===== src/rtl/dmem_pkg.sv =====
// Shared types and constants for the memory-stage responder.
// Holds the FSM state encoding and the wait-counter width.
// No logic of its own.
package dmem_pkg;

    typedef enum logic [1:0] {
        IDLE = 2'd0,
        WAIT = 2'd1,
        RESP = 2'd2
    } mem_state_t;

    // Wide enough for WAIT_CYCLES up to 15.
    localparam int WAIT_CNT_W = 4;

endpackage


===== src/rtl/dmem_array.sv =====
// Word-addressed data storage: one synchronous write port, one registered read port.
// Latency: writes land on the enabling edge; read data is valid the cycle after rd_vld.
// No backpressure: the caller never asserts rd_vld and wr_vld together.
module dmem_array #(
    parameter int WORD_LEN = 8,
    parameter int DEPTH    = 64,
    parameter int IDX_W    = $clog2(DEPTH)
) (
    input  logic                clk,
    input  logic [IDX_W-1:0]    idx,
    input  logic                wr_vld,
    input  logic [WORD_LEN-1:0] wr_dat,
    input  logic                rd_vld,
    output logic [WORD_LEN-1:0] rd_dat
);

    logic [WORD_LEN-1:0] mem [DEPTH];
    logic [WORD_LEN-1:0] rd_dat_q;
    logic [WORD_LEN-1:0] rd_dat_d;

    // Storage write; contents deliberately survive reset.
    always_ff @(posedge clk) begin
        if (wr_vld) begin
            mem[idx] <= wr_dat;
        end
    end

    // Read port captures a new word only when asked, otherwise holds.
    always_comb begin
        rd_dat_d = rd_dat_q;
        if (rd_vld) begin
            rd_dat_d = mem[idx];
        end
    end

    // Read data register.
    always_ff @(posedge clk) begin
        rd_dat_q <= rd_dat_d;
    end

    assign rd_dat = rd_dat_q;

endmodule


===== src/rtl/data_mem_responder.sv =====
// MEM-stage load/store responder over a multi-cycle data array.
// Latency: WAIT_CYCLES+1 stalled cycles per request, then one RESP cycle with registered strobes.
// Backpressure: stall holds EX/MEM and earlier stages; inputs are only sampled in IDLE.
module data_mem_responder
    import dmem_pkg::*;
#(
    parameter int WORD_LEN    = 8,
    parameter int DEPTH       = 64,
    parameter int WAIT_CYCLES = 2
) (
    input  logic                clk,
    input  logic                rst,
    input  logic                mem_read,
    input  logic                mem_write,
    input  logic [WORD_LEN-1:0] addr,
    input  logic [WORD_LEN-1:0] wdata,
    output logic                stall,
    output logic [WORD_LEN-1:0] rdata,
    output logic                rdata_valid,
    output logic                addr_err
);

    localparam int IDX_W = $clog2(DEPTH);
    localparam logic [WAIT_CNT_W-1:0] CNT_INIT = WAIT_CNT_W'(WAIT_CYCLES - 1);

    mem_state_t            state_q, state_d;
    logic [WAIT_CNT_W-1:0] cnt_q, cnt_d;
    logic                  is_wr_q, is_wr_d;
    logic [WORD_LEN-1:0]   addr_q, addr_d;
    logic [WORD_LEN-1:0]   wdata_q, wdata_d;
    logic [WORD_LEN-1:0]   rdata_q, rdata_d;
    logic                  rvld_q, rvld_d;
    logic                  aerr_q, aerr_d;

    logic                  stall_c;
    logic                  arr_we;
    logic                  arr_re;
    logic [WORD_LEN-1:0]   arr_rdata;
    logic                  out_of_range;

    // Any address bit above the index field means the word does not exist;
    // such accesses never touch the array rather than aliasing onto a low index.
    assign out_of_range = |(addr_q >> IDX_W);

    // Next-state, latch and array-control logic; request fields are captured only in IDLE.
    always_comb begin
        state_d = state_q;
        cnt_d   = cnt_q;
        is_wr_d = is_wr_q;
        addr_d  = addr_q;
        wdata_d = wdata_q;
        rdata_d = rdata_q;
        rvld_d  = 1'b0;
        aerr_d  = 1'b0;
        stall_c = 1'b0;
        arr_we  = 1'b0;
        arr_re  = 1'b0;

        case (state_q)
            IDLE: begin
                stall_c = mem_read | mem_write;
                if (mem_read | mem_write) begin
                    // A simultaneous read+write is a store.
                    is_wr_d = mem_write;
                    addr_d  = addr;
                    wdata_d = wdata;
                    cnt_d   = CNT_INIT;
                    state_d = WAIT;
                end
            end
            WAIT: begin
                stall_c = 1'b1;
                if (cnt_q == '0) begin
                    arr_we  = is_wr_q & ~out_of_range;
                    arr_re  = ~is_wr_q & ~out_of_range;
                    rvld_d  = ~is_wr_q;
                    aerr_d  = out_of_range;
                    state_d = RESP;
                end else begin
                    cnt_d = cnt_q - 1'b1;
                end
            end
            RESP: begin
                // Only a completing load refreshes rdata; out-of-range loads return zero.
                if (rvld_q) begin
                    rdata_d = aerr_q ? '0 : arr_rdata;
                end
                state_d = IDLE;
            end
            default: begin
                state_d = IDLE;
            end
        endcase
    end

    // State and latched-request registers; reset aborts any access in flight.
    always_ff @(posedge clk or posedge rst) begin
        if (rst) begin
            state_q <= IDLE;
            cnt_q   <= '0;
            is_wr_q <= 1'b0;
            addr_q  <= '0;
            wdata_q <= '0;
            rdata_q <= '0;
            rvld_q  <= 1'b0;
            aerr_q  <= 1'b0;
        end else begin
            state_q <= state_d;
            cnt_q   <= cnt_d;
            is_wr_q <= is_wr_d;
            addr_q  <= addr_d;
            wdata_q <= wdata_d;
            rdata_q <= rdata_d;
            rvld_q  <= rvld_d;
            aerr_q  <= aerr_d;
        end
    end

    dmem_array #(
        .WORD_LEN (WORD_LEN),
        .DEPTH    (DEPTH),
        .IDX_W    (IDX_W)
    ) u_array (
        .clk    (clk),
        .idx    (addr_q[IDX_W-1:0]),
        .wr_vld (arr_we),
        .wr_dat (wdata_q),
        .rd_vld (arr_re),
        .rd_dat (arr_rdata)
    );

    // Stall is suppressed while reset is held so the pipeline is not frozen by a dying request.
    assign stall       = stall_c & ~rst;
    assign rdata       = rdata_d;
    assign rdata_valid = rvld_q;
    assign addr_err    = aerr_q;

endmodule


===== config.mk =====
export PLATFORM = sky130hd
export DESIGN_NAME = data_mem_responder
export DESIGN_NICKNAME = d
export VERILOG_FILES = /design/src/rtl/dmem_pkg.sv /design/src/rtl/dmem_array.sv /design/src/rtl/data_mem_responder.sv
export SDC_FILE = /design/constraint.sdc
export NUM_CORES = 1
export LEC_CHECK = 0
export CAP_MARGIN = 20
export CORE_ASPECT_RATIO = 1.2
export CORE_UTILIZATION = 42
export DETAILED_ROUTE_END_ITERATION = 6
export SYNTH_ARGS = -nofsm -noshare
export SYNTH_HDL_FRONTEND = slang
export SYNTH_SLANG_ARGS = --single-unit

===== constraint.sdc =====
create_clock -name clk -period 3.85 [get_ports clk]
set_input_delay 0.9625 -clock clk [delete_from_list [all_inputs] [get_ports clk]]
set_output_delay 0.9625 -clock clk [all_outputs]
set_load 0.03 [all_outputs]

Figure 1. PDN straps and rails (run 1).
The bar under the picture is 50 um long. Pins as bars on the die edge. Tap cells in gray.
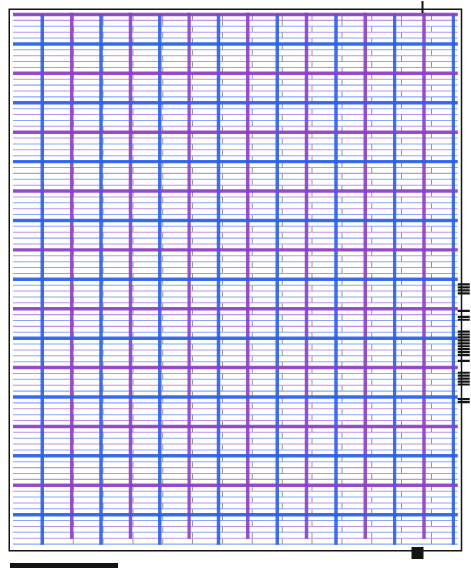
net	color
VDD	purple
VSS	blue
met4 straps	15
rows	90
tap cells	644
met5 straps	18

Figure 2. Cells colored by class (run 1).
The bar under the picture is 50 um long.
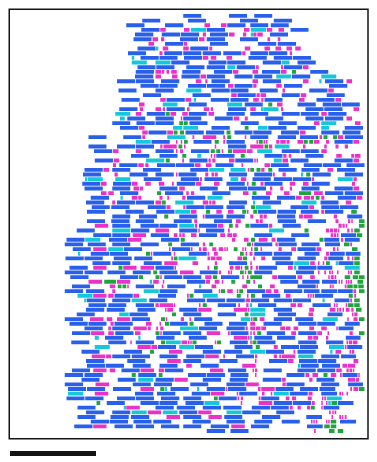
class	color	cells	share of their area
flip-flops	blue	553	69%
all other logic	magenta	571	19%
clock drivers and dummy loads	cyan	96	7.3%
other buffers and delay cells	green	131	4.6%
core area: 50300 um2
num rows: 90
Seq/total area: 0.666
fin util: 0.491

Figure 3. Wiring by layer (run 1).
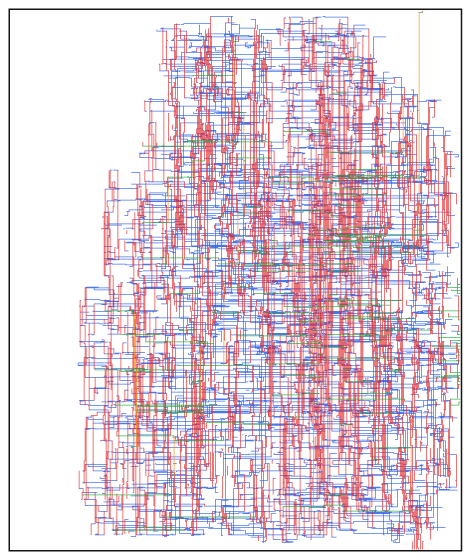
layer	color	wire length
met2	red	24.9 mm
met4	orange	1090 um
met3	green	2280 um
met1	blue	20.8 mm
per-cell routed wire length: 24.6 um
via count: 11370
final WL: 49100 um
GRT Total Usage: 0.190

==> results.tsv, run 1 <==
metric	value	unit
path_cells	nand3b_1 -> o21ai_0 -> clkdlybuf4s50_1	
p_int	0.0125	W
cts-hold-fix-buffers	0	
finalCritPeriodShare	0.922	
critPathTopFamily	buffers and inverters	
layout_min_cycle_time	3.55	ns
critical_path_required	2.89	ns
cp_num_buf_inv	1	
setup_tns	0	ns
die_area	52000	um2
maxSlewViolCount	0	
fill_cells	4138	
ys_cells	1202	
drc	0	
area_leaders	edfxtp_1, mux4_2, mux2i_1, dfrtp_1, a221o_1	
cp-start-kind	register	
drt_first_iter_violations	959	
whs_path_depth	2	
async_flop_share	0.0597	
clk_pin_slew	0.06	ns
crit_arrival	2.59	ns
cts_tree	yes	
drive_gt1_frac	0.189	
clock_skew	0.0245	ns
grt_pass1_wl	74000	um
cts.sinks	553	
switching_share	0.325	
pwr_density_cell	749	nW/um2
p_seq_frac	0.452	
path_max_fanout	16	
io_buffers	30	
warning_count	27	
pg_seq	0.00838	W
tightestPinTransition	1.12	ns
hp-start	rdata_q[3]	
edf_count	520	
dpl-instance-area	23000	um2
ir_worst_vdd	0.477	mV
synth.avg_cell_area	17.9	um2
crit_type	register to output port	
cts-root-buf	clkbuf_16	
pg_clk	0.00519	W
syn-instance-count	1202	
end_kind	output port	
ys.flops	553	
via_per_inst	5.70	
final-hold-violation-count	0	
dp_hpwl	30300	um
pin_count	31	
die-height	250	um
gp_congestion	0.817	
p_switching	0.00602	W
reg2reg_from	cnt_q[0]	
ff2ff_setup_slack	0.68	ns
design_area	24700	um2
combPwrFrac	0.268	
ff2ff_path_depth	8	
overflow	0	
grt_pass1_vias	11426	
status	finished, final reports clean	
post-cts-setup-buffers	0	
antenna_found_initial	0	
power.group.top	registers	
regArea	16500	um2
worstHoldPathType	register to register	
top_cell_area_share	0.728	
syn_nets	1224	
r2r_end	u_array.mem[0][7]	
drtPass1Iterations	5	
netlist_area	21500	um2
p_comb	0.00496	W
initial_core_util	0.426	
setup_violations	0	
run 1: through the flow:
stage / hold slack [ns] / std cells / setup WS, ns / util
after floorplan: 0.449 / 1202 / 1.13 / -
after global placement: 0.477 / 1899 / 0.488 / 0.457
after detailed placement: 0.485 / 1899 / 0.481 / 0.457
after CTS: 0.504 / 1995 / 0.194 / 0.491
after global routing: 0.529 / 1995 / 0.0672 / 0.491
final: 0.498 / 1995 / 0.300 / 0.491
run 1: cell usage after synthesis, types with 4 or more instances:
| cell type | number |
|---|---|
| edfxtp_1 | 520 |
| nand2_1 | 88 |
| mux2i_1 | 84 |
| nor2_1 | 74 |
| a221o_1 | 56 |
| mux4_2 | 51 |
| o22ai_1 | 49 |
| a21oi_1 | 38 |
| clkbuf_1 | 37 |
| dfrtp_1 | 33 |
| buf_2 | 25 |
| a221oi_1 | 16 |
| o21ai_0 | 15 |
| nand2b_1 | 12 |
| buf_6 | 8 |
| o211ai_1 | 8 |
| o221ai_1 | 8 |
| or2_2 | 8 |
| or3_1 | 8 |
| a211o_1 | 7 |
| nand3b_1 | 6 |
| buf_4 | 5 |
| inv_1 | 5 |
| nand3_1 | 4 |
| nor2b_1 | 4 |
run 1: state kept, by name (all words and copies together) (netlist names):
signal / cells
u_array.mem: 512
rdata_q: 8
is_wr_q: 1
addr_err: 1
rdata_valid: 1
addr_q: 8
state_q: 2
u_array.rd_dat: 8
wdata_q: 8
cnt_q: 4
run 1: final cells by class:
| class | instances | area share |
|---|---|---|
| Clock buffer | 67 | 0.0569 |
| Timing Repair Buffer | 131 | 0.0443 |
| Multi-Input combinational cell | 565 | 0.186 |
| Clock inverter | 29 | 0.0135 |
| Inverter | 6 | 0.000911 |
| Sequential cell | 553 | 0.666 |
| Tap cell | 644 | 0.0326 |
run 1: worst min-delay path, stage by stage (launching register included):
cell	delay (ns)
dfrtp_1	0.33
nand2_1	0.04
o21ai_0	0.09
run 1: metal layers:
layer	part of all wire	GRT usage	vias to the layer above
li1	-	-	5050
met1	0.42	0.258	5933
met2	0.51	0.322	319
met3	0.046	0.0225	68
met4	0.022	0.0533	0
met5	0	0	-
run 1: layout by cell type (no fill, tap or decap), types with 30 or more instances in the layout:
cell type / count
mux2i_1: 84
nor2_1: 73
clkdlybuf4s50_1: 30
buf_4: 98
edfxtp_1: 520
o22ai_1: 49
a221o_1: 56
clkbuf_16: 52
mux4_2: 51
nand2_1: 88
a21oi_1: 38
run 1: worst max-delay path by stage:
stage,end,slack [ns],depth (start not counted),startpoint
final,rdata[4],0.30,3,state_q[0]
after global routing,rdata[4],0.07,3,state_q[0]
after CTS,rdata[5],0.19,3,state_q[0]
after detailed placement,stall,0.48,4,mem_write
after global placement,stall,0.49,4,mem_write
after floorplan,stall,1.13,3,mem_write
run 1: kinds of logic after synthesis:
family,Yosys count,share of synthesized area
multiplexers,136,0.0932
AND/OR/NAND/NOR,215,0.0446
AND-OR/OR-AND,209,0.0737
adder cells (fa/ha/maj),2,0.00117
buffers and inverters,84,0.0198
XOR/XNOR,3,0.00122
flip-flops,553,0.766
Figure 4. Track usage over the die (run 1).
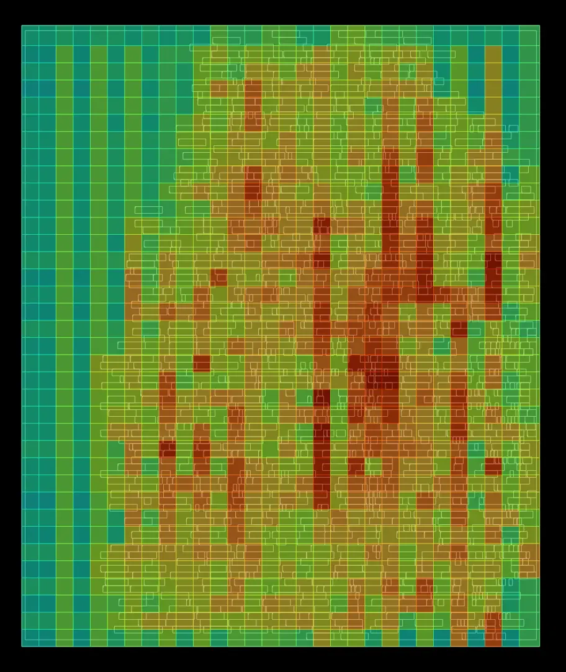

## Run 2: what changed since run 1
- CELL_PAD_IN_SITES_DETAIL_PLACEMENT: default -> 2
- CELL_PAD_IN_SITES_GLOBAL_PLACEMENT: default -> 2
- PLACE_DENSITY_LB_ADDON: default -> 0.1
Figure 5. Track usage over the die (run 2).
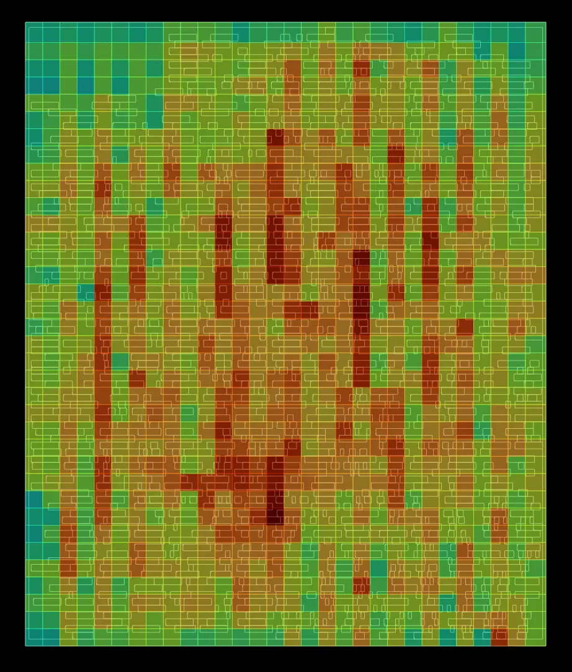
GRT Total Usage: 0.242
fin util: 0.498

==> run 2 against run 1 <==
  * Area after synthesis stayed put
  * Count of clock-buffer cells in the layout decreased by 1
  * Non-clock buffer count rose by 17
  * Critical path depth is the same
  * Sequential share of layout area decreased by 0.96 points
  * Routed wire length grew 25%
  * Sequential cell count unchanged
  * Largest cell class unchanged
==> results.tsv, run 2 <==
metric	value	unit
netlist_area	21500	um2
clk_pin_slew	0.06	ns
hp-start	rdata_q[6]	
wl_met2	32100	um
status	finished, final reports clean	
die-height	250	um
regArea	16500	um2
routed_wl	61300	um
path_max_fanout	16	
yosysWarnings	0	
grt_max_degree	77	
via_per_inst	5.78	
drive_gt1_frac	0.207	
crit_arrival	2.70	ns
route.vias.total	11687	
area_leaders	edfxtp_1, mux4_2, mux2i_1, dfrtp_1, a221o_1	
wl_met1	25100	um
end_kind	output port	
critical_path_required	2.89	ns
syn-instance-count	1202	
tightestPinTransition	1.13	ns
antenna_found_initial	1	
drtPass1Iterations	5	
layout_min_cycle_time	3.66	ns
yosys.cell_count.top_type	edfxtp_1	
cts-hold-fix-buffers	0	
coreArea	50300	um2
pwr_density_cell	782	nW/um2
overflow	0	
worstHoldPathType	register to register	
synthTopCellsByCount	edfxtp_1, nand2_1, mux2i_1	
drt_first_iter_violations	840	
largest_reg_flops	512	
synth.avg_cell_area	17.9	um2
cts_buffers	56	
gp_congestion	0.784	
async_flop_share	0.0597	
edf_count	520	
die_area	52000	um2
dp_hpwl	38500	um
fin_ws	0.185	ns
grt_pass1_wl	90600	um
crit_type	register to output port	
ys.flops	553	
grt_pass1_vias	12980	
syn2layout_area_growth	16.9	%
setup_tns	0	ns
cts-root-buf	clkbuf_16	
routed.top_layer	met5	
fill_cells	4498	
most-common-layout-cells	edfxtp_1, buf_4, nand2_1	
rows	90	
ys_seq_share	0.766	
initial_core_util	0.426	
startpoint	state_q[0]	
final-hold-violation-count	0	
power_leakage	8.50	nW
clock_skew	0.0258	ns
io_buffers	30	
drc	0	
cts_tree	yes	
ys_cells	1202	
pin_count	31	
finalCritPeriodShare	0.952	
top_cell_area_share	0.728	
maxSlewViolCount	0	
ir_worst_vdd	0.453	mV
post-cts-setup-buffers	0	
dp_slack	0.466	ns
wire_per_inst	30.3	um
syn_nets	1224	
top_register	u_array.mem	
setup_violations	0	
warning_count	27	
reg2reg_from	cnt_q[0]	
cp-start-kind	register	
rsz0062_at_grt	no	
wl_met3	2040	um
cts.sinks	553	
-- run 2: cell counts after synthesis --
No cell type changed its count.
-- run 2: final timing paths --
| kind | end | slack, ns | depth (start not counted) |
|---|---|---|---|
| max in group asynchronous | addr_q[0] | 2.53 | 3 |
| worst max-delay path | rdata[0] | 0.19 | 3 |
| min in group asynchronous | is_wr_q | 0.72 | 2 |
| worst min-delay path | rdata_q[6] | 0.49 | 2 |
| worst max register to register | u_array.mem[28][0] | 0.64 | 8 |
| worst min register to register | rdata_q[6] | 0.49 | 2 |
-- run 2: report_power, final --
group          switching, W  leakage [nW]  internal (W)  total [W]
Clock               0.00234         0.954       0.00348    0.00581
Sequential         0.000900          5.08       0.00759    0.00849
Combinational       0.00333          2.46       0.00199    0.00532
Total               0.00657          8.50        0.0131     0.0196
-- run 2: routing by layer --
layer  GRT usage  vias up
met5           0        -
met1       0.307     6246
li1            -     5104
met2       0.425      232
met4      0.0861        2
met3      0.0311      103
-- run 2: through the flow --
step	instance area, um2	instances	utilization	hold slack (ns)	total power (W)
6_report	25100	2021	0.498	0.491	0.0196
5_1_grt	25100	2021	0.498	0.538	0.0203
4_1_cts	25100	2020	0.498	0.496	0.0198
3_5_place_dp	23100	1915	0.459	0.482	0.0140
3_3_place_gp	23100	1914	0.459	0.478	0.0137
2_1_floorplan	21500	1202	-	0.449	0.0115
-- run 2: cell families after synthesis --
kind of cell,Yosys count,share of synthesized area
buf+inv,84,0.0198
compound gates,209,0.0737
mux,136,0.0932
flops,553,0.766
simple gates,215,0.0446
xor+xnor,3,0.00122
fa+ha+maj,2,0.00117
-- run 2: layout make-up --
class / instances / area share
multi-input combinational: 565 / 0.184
tap: 644 / 0.0321
clock inverter: 39 / 0.0188
sequential: 553 / 0.656
inverter: 6 / 0.000898
clock buffer: 66 / 0.0591
timing repair buffer: 148 / 0.0493
-- run 2: worst max-delay path, cell delays in order (launching register included) --
cell             delay (ns)
dfrtp_1                0.40
nand3b_1               0.49
o21ai_0                0.44
clkdlybuf4s50_1        0.77
Power figures rest on the tool's default switching activity, not on a simulated workload.
